==> src/rtl/llc_input_arbiter.sv <==
`default_nettype none
// ============================================================================
//  Module   : llc_input_arbiter
//  Purpose  : N-channel LLC front-end. Picks one eligible input channel per
//             cycle (fixed priority or round-robin), gated by MSHR
//             availability and per-channel stall, splits the winning line
//             address into tag/set and presents it through a registered
//             valid/ready output stage.
//  Revision : 1.0 - initial release
// ============================================================================
module llc_input_arbiter #(
  parameter int                N_CH        = 4,
  parameter int                LINE_ADDR_W = 26,
  parameter int                SET_BITS    = 9,
  parameter int                N_MSHR      = 8,
  parameter int                MSHR_W      = 4,
  parameter logic [N_CH-1:0]   RSP_MASK    = 4'b0001,
  parameter bit                RR_MODE     = 1'b0,
  localparam int               CH_W        = (N_CH > 1) ? $clog2(N_CH) : 1,
  localparam int               TAG_W       = LINE_ADDR_W - SET_BITS
) (
  input  logic                          clk,
  input  logic                          rst,
  input  logic                          decode_en,
  input  logic [N_CH-1:0]               in_valid,
  output logic [N_CH-1:0]               in_ready,
  input  logic [N_CH*LINE_ADDR_W-1:0]   in_addr,
  input  logic [N_CH-1:0]               ch_stall,
  input  logic [MSHR_W-1:0]             mshr_free_cnt,
  output logic                          out_valid,
  input  logic                          out_ready,
  output logic [CH_W-1:0]               out_ch,
  output logic                          out_is_rsp,
  output logic [TAG_W-1:0]              out_tag,
  output logic [SET_BITS-1:0]           out_set
);

  // Output stage and arbitration state
  logic                   out_valid_q,  out_valid_d;
  logic [CH_W-1:0]        out_ch_q,     out_ch_d;
  logic                   out_is_rsp_q, out_is_rsp_d;
  logic [TAG_W-1:0]       out_tag_q,    out_tag_d;
  logic [SET_BITS-1:0]    out_set_q,    out_set_d;
  logic [CH_W-1:0]        rr_ptr_q,     rr_ptr_d;

  logic [N_CH-1:0]        w_elig;
  logic                   w_can_load;
  logic                   w_gnt_vld;
  logic [CH_W-1:0]        w_gnt_idx;
  logic [CH_W-1:0]        w_ptr_next;
  logic [LINE_ADDR_W-1:0] w_sel_addr;
  logic [N_CH-1:0]        w_in_ready;

  // A new entry may load when enabled and the output slot is empty or retiring
  assign w_can_load = decode_en && (!out_valid_q || out_ready);

  // Per-channel eligibility: responses need an occupied MSHR, requests a free one
  always_comb begin
    w_elig = '0;
    for (int i = 0; i < N_CH; i++) begin
      if (RSP_MASK[i]) begin
        w_elig[i] = in_valid[i] && (mshr_free_cnt != MSHR_W'(N_MSHR));
      end else begin
        w_elig[i] = in_valid[i] && (mshr_free_cnt != '0) && !ch_stall[i];
      end
    end
  end

  // Winner selection; scanning downward and overwriting leaves the first hit
  always_comb begin
    w_gnt_vld = 1'b0;
    w_gnt_idx = '0;
    if (RR_MODE) begin
      for (int k = N_CH - 1; k >= 0; k--) begin
        int idx;
        idx = int'(rr_ptr_q) + k;
        if (idx >= N_CH) begin
          idx = idx - N_CH;
        end
        if (w_elig[idx]) begin
          w_gnt_vld = 1'b1;
          w_gnt_idx = CH_W'(idx);
        end
      end
    end else begin
      for (int i = N_CH - 1; i >= 0; i--) begin
        if (w_elig[i]) begin
          w_gnt_vld = 1'b1;
          w_gnt_idx = CH_W'(i);
        end
      end
    end
  end

  // Round-robin pointer advances to the channel after the winner, wrapping
  assign w_ptr_next = (w_gnt_idx == CH_W'(N_CH - 1)) ? '0 : w_gnt_idx + 1'b1;

  // Address of the winning channel
  always_comb begin
    w_sel_addr = '0;
    for (int i = 0; i < N_CH; i++) begin
      if (w_gnt_idx == CH_W'(i)) begin
        w_sel_addr = in_addr[i*LINE_ADDR_W +: LINE_ADDR_W];
      end
    end
  end

  // One-hot accept for the winner; suppressed while in reset
  always_comb begin
    w_in_ready = '0;
    if (w_can_load && w_gnt_vld && !rst) begin
      w_in_ready[w_gnt_idx] = 1'b1;
    end
  end

  assign in_ready = w_in_ready;

  // Next state of the output slot: load on grant, drain when consumed, else hold
  always_comb begin
    out_valid_d  = out_valid_q;
    out_ch_d     = out_ch_q;
    out_is_rsp_d = out_is_rsp_q;
    out_tag_d    = out_tag_q;
    out_set_d    = out_set_q;
    rr_ptr_d     = rr_ptr_q;
    if (w_can_load) begin
      out_valid_d = w_gnt_vld;
      if (w_gnt_vld) begin
        out_ch_d     = w_gnt_idx;
        out_is_rsp_d = RSP_MASK[w_gnt_idx];
        out_tag_d    = w_sel_addr[LINE_ADDR_W-1:SET_BITS];
        out_set_d    = w_sel_addr[SET_BITS-1:0];
        if (RR_MODE) begin
          rr_ptr_d = w_ptr_next;
        end
      end
    end else if (out_ready) begin
      // Entry consumed while arbitration is disabled: never present it twice
      out_valid_d = 1'b0;
    end
  end

  // State registers with synchronous reset; reset discards any held entry
  always_ff @(posedge clk) begin
    if (rst) begin
      out_valid_q  <= 1'b0;
      out_ch_q     <= '0;
      out_is_rsp_q <= 1'b0;
      out_tag_q    <= '0;
      out_set_q    <= '0;
      rr_ptr_q     <= '0;
    end else begin
      out_valid_q  <= out_valid_d;
      out_ch_q     <= out_ch_d;
      out_is_rsp_q <= out_is_rsp_d;
      out_tag_q    <= out_tag_d;
      out_set_q    <= out_set_d;
      rr_ptr_q     <= rr_ptr_d;
    end
  end

  assign out_valid  = out_valid_q;
  assign out_ch     = out_ch_q;
  assign out_is_rsp = out_is_rsp_q;
  assign out_tag    = out_tag_q;
  assign out_set    = out_set_q;

endmodule
`default_nettype wire

==> config.mk <==
export PLATFORM = sky130hd
export DESIGN_NAME = llc_input_arbiter
export DESIGN_NICKNAME = d
export VERILOG_FILES = /design/src/rtl/llc_input_arbiter.sv
export SDC_FILE = /design/constraint.sdc
export NUM_CORES = 1
export LEC_CHECK = 0
export CAP_MARGIN = 10
export CORE_ASPECT_RATIO = 1.2
export CORE_MARGIN = 2
export CORE_UTILIZATION = 37
export CTS_BUF_LIST = sky130_fd_sc_hd__clkbuf_2 sky130_fd_sc_hd__clkbuf_4 sky130_fd_sc_hd__clkbuf_8
export DETAILED_ROUTE_END_ITERATION = 10
export GPL_TIMING_DRIVEN = 0
export HOLD_SLACK_MARGIN = 0.06
export PLACE_DENSITY = 0.89
export SLEW_MARGIN = 0
export SYNTH_ARGS = -nofsm -noshare
export SYNTH_HDL_FRONTEND = slang
export SYNTH_SLANG_ARGS = --single-unit
==> constraint.sdc <==
create_clock -name clk -period 7.8 [get_ports clk]
set_input_delay 1.56 -clock clk [delete_from_list [all_inputs] [get_ports clk]]
set_output_delay 1.56 -clock clk [all_outputs]
set_load 0.03 [all_outputs]
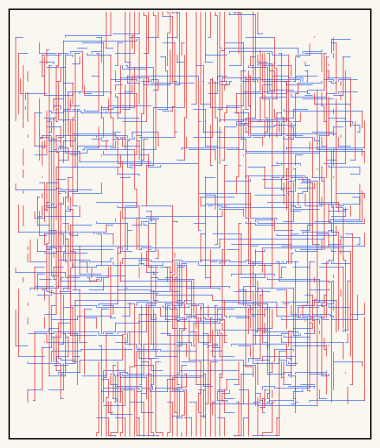
*Signal wires by layer, run 1*
Two of the layers only.
blue -> met1  # wire length 2790 um
red -> met2  # wire length 3980 um
count of vias placed by the detailed router: 2479
WL/cell: 16.57 um
overall routed net length: 7523 um

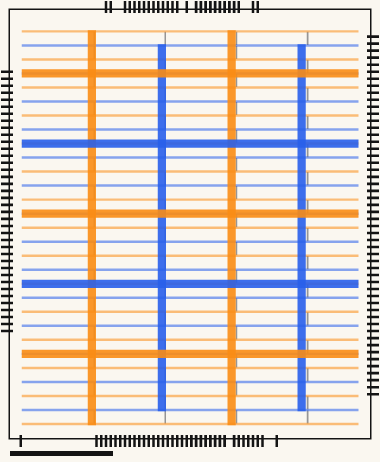
*Supply network, run 1*
The bar under the picture is 20 um long. Pins as bars on the die edge. Tap cells in grey.
orange -> VSS
blue -> VDD
rows = 28
signal pins = 154
width of the chip: 69.86 um
DIE HEIGHT: 83.03 um
area of the core: 0.004975 sq mm
worst vdd ir: 105.6 uV

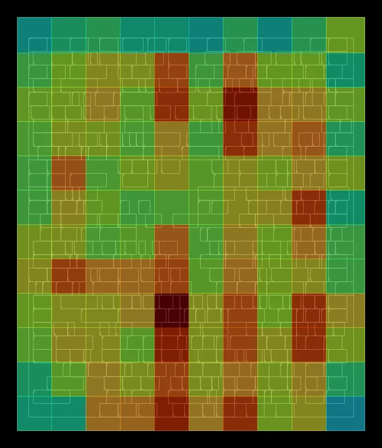
*Congestion heat map, run 1*
GR met1 Demand/Resource: 26.89%
global-route total usage across every layer: 25.44%
met2 Use GR: 48.57%
routing layer with the top usage in global route: met2

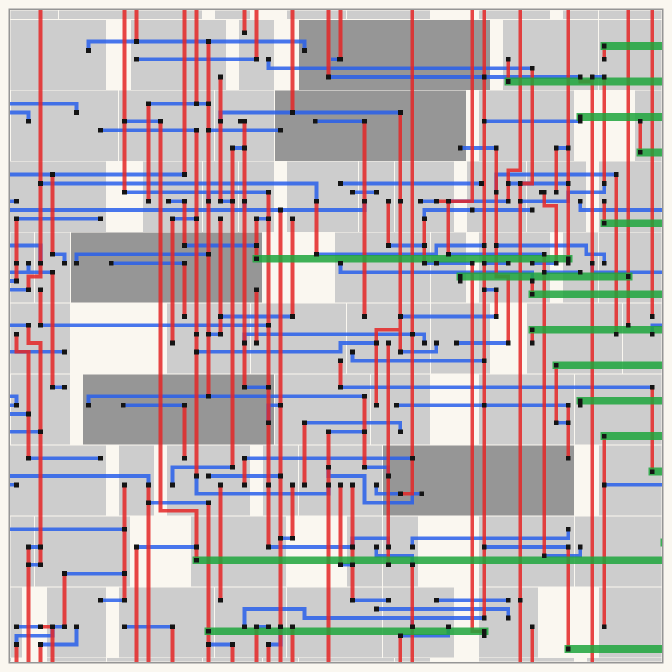
*Close-up of the layout, run 1*
Region (40, 8) to (65, 33) um. Cells in grey, sequential cells in the stronger grey; small squares are vias.
green -> met3
red -> met2
blue -> met1
netlist names of flops here include = `out_tag` (3), `out_set` (2)
most frequent = clkdlybuf4s50_1 (23), nor2_1 (7)
cells with their middle in the window = 60
sequential cells in the window = 5

==> summary.rpt, run 1 <==
=========================================================================
Status ..................................................... complete, no violations
Dominant kind of combinational cell ........................ AND-OR/OR-AND gates
Cell Int Power .............................................    0.3823 mW
Vias per std cell ..........................................        5.460
Count of flip-flops with a built-in enable after synthesis .            0
Buf/Inv on CP ..............................................            3
Final Wtd Congestion .......................................       0.8490
Post-cts hold buffer count .................................            0
Power consumed by sequential cells .........................     0.174 mW
Critical Path Source ....................................... mshr_free_cnt[1]
Setup Fix Bufs, Post-CTS ...................................            0
Clock Skew .................................................  0.005905 ns
Core Density at Floorplan ..................................       38.71%
Pre-CTS setup slack ........................................     1.820 ns
Syn Nets ...................................................          354
Normalized max-slew margin .................................       50.94%
Delay of the slowest cell on the worst path ................      0.72 ns
Count of unique library cells instantiated by Yosys ........           35
Most instantiated library cell after synthesis ............. sky130_fd_sc_hd__nor2_1
Post-synthesis instance total ..............................          234
Max H-tree Level ...........................................            2
Worst Path Arrival .........................................      4.37 ns
Number of cells traversed by the worst hold path ...........            2
Required time of the critical path .........................      6.24 ns
Combinational cell power ...................................     0.205 mW
Filler-free cell count of the finished design ..............          454
Worst slew pin tran ........................................    0.7331 ns
Design Area, Final ......................................... 0.003636 sq mm
=========================================================================
[run 1: per-layer routing]
layer	up-vias	GRT usage [%]
met4	0	5.420
met5	-	0
li1	1207	-
met1	1146	26.89
met2	118	48.57
met3	8	7.888
[run 1: how the worst max path moves through the flow]
stage,end,slack [ns],depth (start not counted)
6_report,in_ready[3],1.87,7
5_1_grt,in_ready[3],1.70,7
4_1_cts,in_ready[3],1.82,7
3_5_place_dp,in_ready[3],1.82,7
3_3_place_gp,in_ready[3],1.88,7
2_1_floorplan,in_ready[2],2.67,9
[run 1: area by class of cell]
type                       instances  area [sq um]
timing repair buffer             152          1521
fill                             392          1339
multi-input combinational        183          1189
sequential                        30         600.6
buffer                            21         136.4
clock buffer                       7         83.83
tap                               60         75.07
clock inverter                     1         30.03
### Register map, names as in the netlist, run 1

Other sequential cells in the stronger grey, the rest of the logic in the fainter grey.
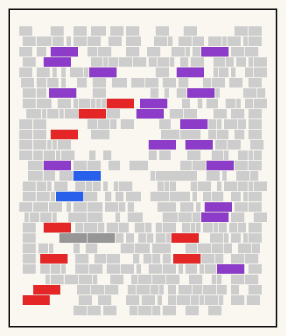

## Run 2: what changed since run 1
CORE_UTILIZATION = 34   (was 37)
PLACE_DENSITY = 0.83   (was 0.89)
clock period = 6.2 ns   (was 7.8 ns; I/O delays follow)
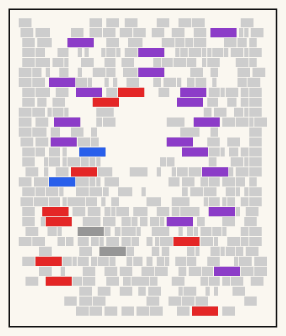
*Register map, names as in the netlist, run 2*
Other sequential cells in the stronger grey, the rest of the logic in the fainter grey.
blue -> `out_ch`  # placed flops 2
purple -> `out_tag`  # placed flops 17
red -> `out_set`  # placed flops 9
flip-flop and latch share of the layout cell area: 16.58%
power consumed by sequential cells: 0.219 mW
final core area utilization: 65.20%
area taken by flip-flops and latches: 600.6 sq um

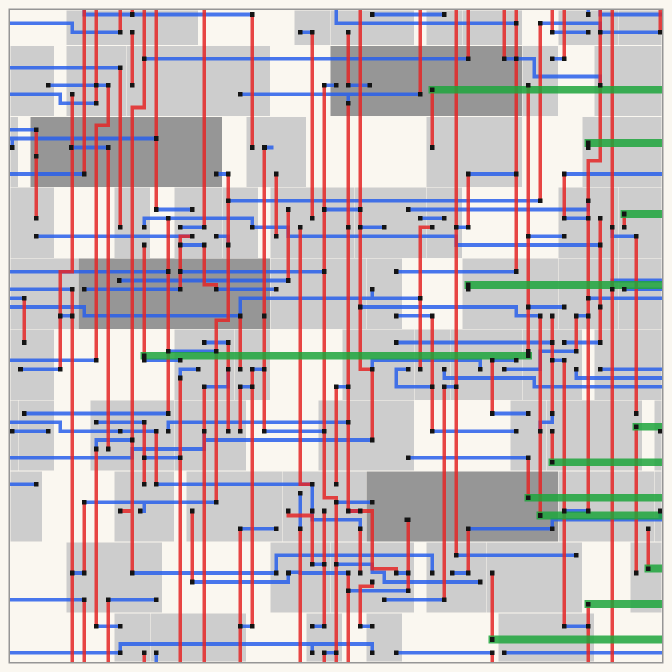
*Close-up of the layout, run 2*
Region (42, 9) to (67, 34) um. Cells in grey, sequential cells in the stronger grey; small squares are vias.
red -> met2
green -> met3
blue -> met1
sequential cells in the window = 4
cells with their middle in the window = 51
most frequent = clkdlybuf4s50_1 (15), nor2_1 (7), nand2b_1 (5)
netlist names of flops here include = `out_tag` (3), `out_set` (1)

==> run 2 against run 1 <==
Area after synthesis is the same; highest routed layer unchanged; via count down 0.69%; non-clock buffer count is the same; largest power group unchanged; clock-buffer cell count down 1; global-route usage shrank 2.0 points.
==> summary.rpt, run 2 <==
====================================================================================
Setup Fix Bufs, Post-CTS ..............................................            0
DIE HEIGHT ............................................................     86.44 um
Clock Skew ............................................................  0.004724 ns
Overall routed net length .............................................      7436 um
Count of unique library cells instantiated by Yosys ...................           35
Status ................................................................ complete, no violations
Worst slew pin tran ...................................................    0.7451 ns
Met3 usage in global routing ..........................................       6.512%
Required time of the critical path ....................................      4.96 ns
GR met1 Demand/Resource ...............................................       25.11%
Width of the chip .....................................................     72.70 um
Worst Path Arrival ....................................................      4.05 ns
Delay of the slowest cell on the worst path ...........................      0.72 ns
Count of flip-flops with a built-in enable after synthesis ............            0
Design Area, Final .................................................... 0.003622 sq mm
Pre-CTS setup slack ...................................................    0.9064 ns
Footprint of the multi-input gates .................................... 0.001189 sq mm
Routing layer with the top usage in global route ......................         met2
Count of vias placed by the detailed router ...........................         2462
Fill cell total of the finished layout ................................          499
Setup crit end ........................................................  in_ready[3]
Final Wtd Congestion ..................................................       0.7944
Depth of the critical timing path with buffers and inverters included .            7
Critical Path Source .................................................. mshr_free_cnt[1]
Post-synthesis instance total .........................................          234
Worst vdd ir ..........................................................     137.0 uV
Vias per std cell .....................................................        5.376
Core Density at Floorplan .............................................       34.66%
Met2 Use GR ...........................................................       44.63%
Syn Nets ..............................................................          354
====================================================================================
-- run 2: cells by family after synthesis --
family / after synthesis / share of synthesized area (%)
AND/OR/NAND/NOR: 93 / 24.04
buffers and inverters: 21 / 7.082
AND-OR/OR-AND: 80 / 31.90
flip-flops: 30 / 31.19
multiplexers: 10 / 5.783
-- run 2: final cells by class --
class,instances,area share (%)
timing repair buffer,152,42.00
multi-input combinational,183,32.82
sequential,30,16.58
clock inverter,2,0.3454
clock buffer,6,2.280
tap,64,2.211
buffer,21,3.765
-- run 2: power by group --
part	switching [mW]	internal, mW	leakage (nW)
sequential	0.00901	0.210	0.247
clock	0.0794	0.0892	0.0472
combinational	0.115	0.142	0.993
No activity file was given, so power comes from the tool's default toggle rates.
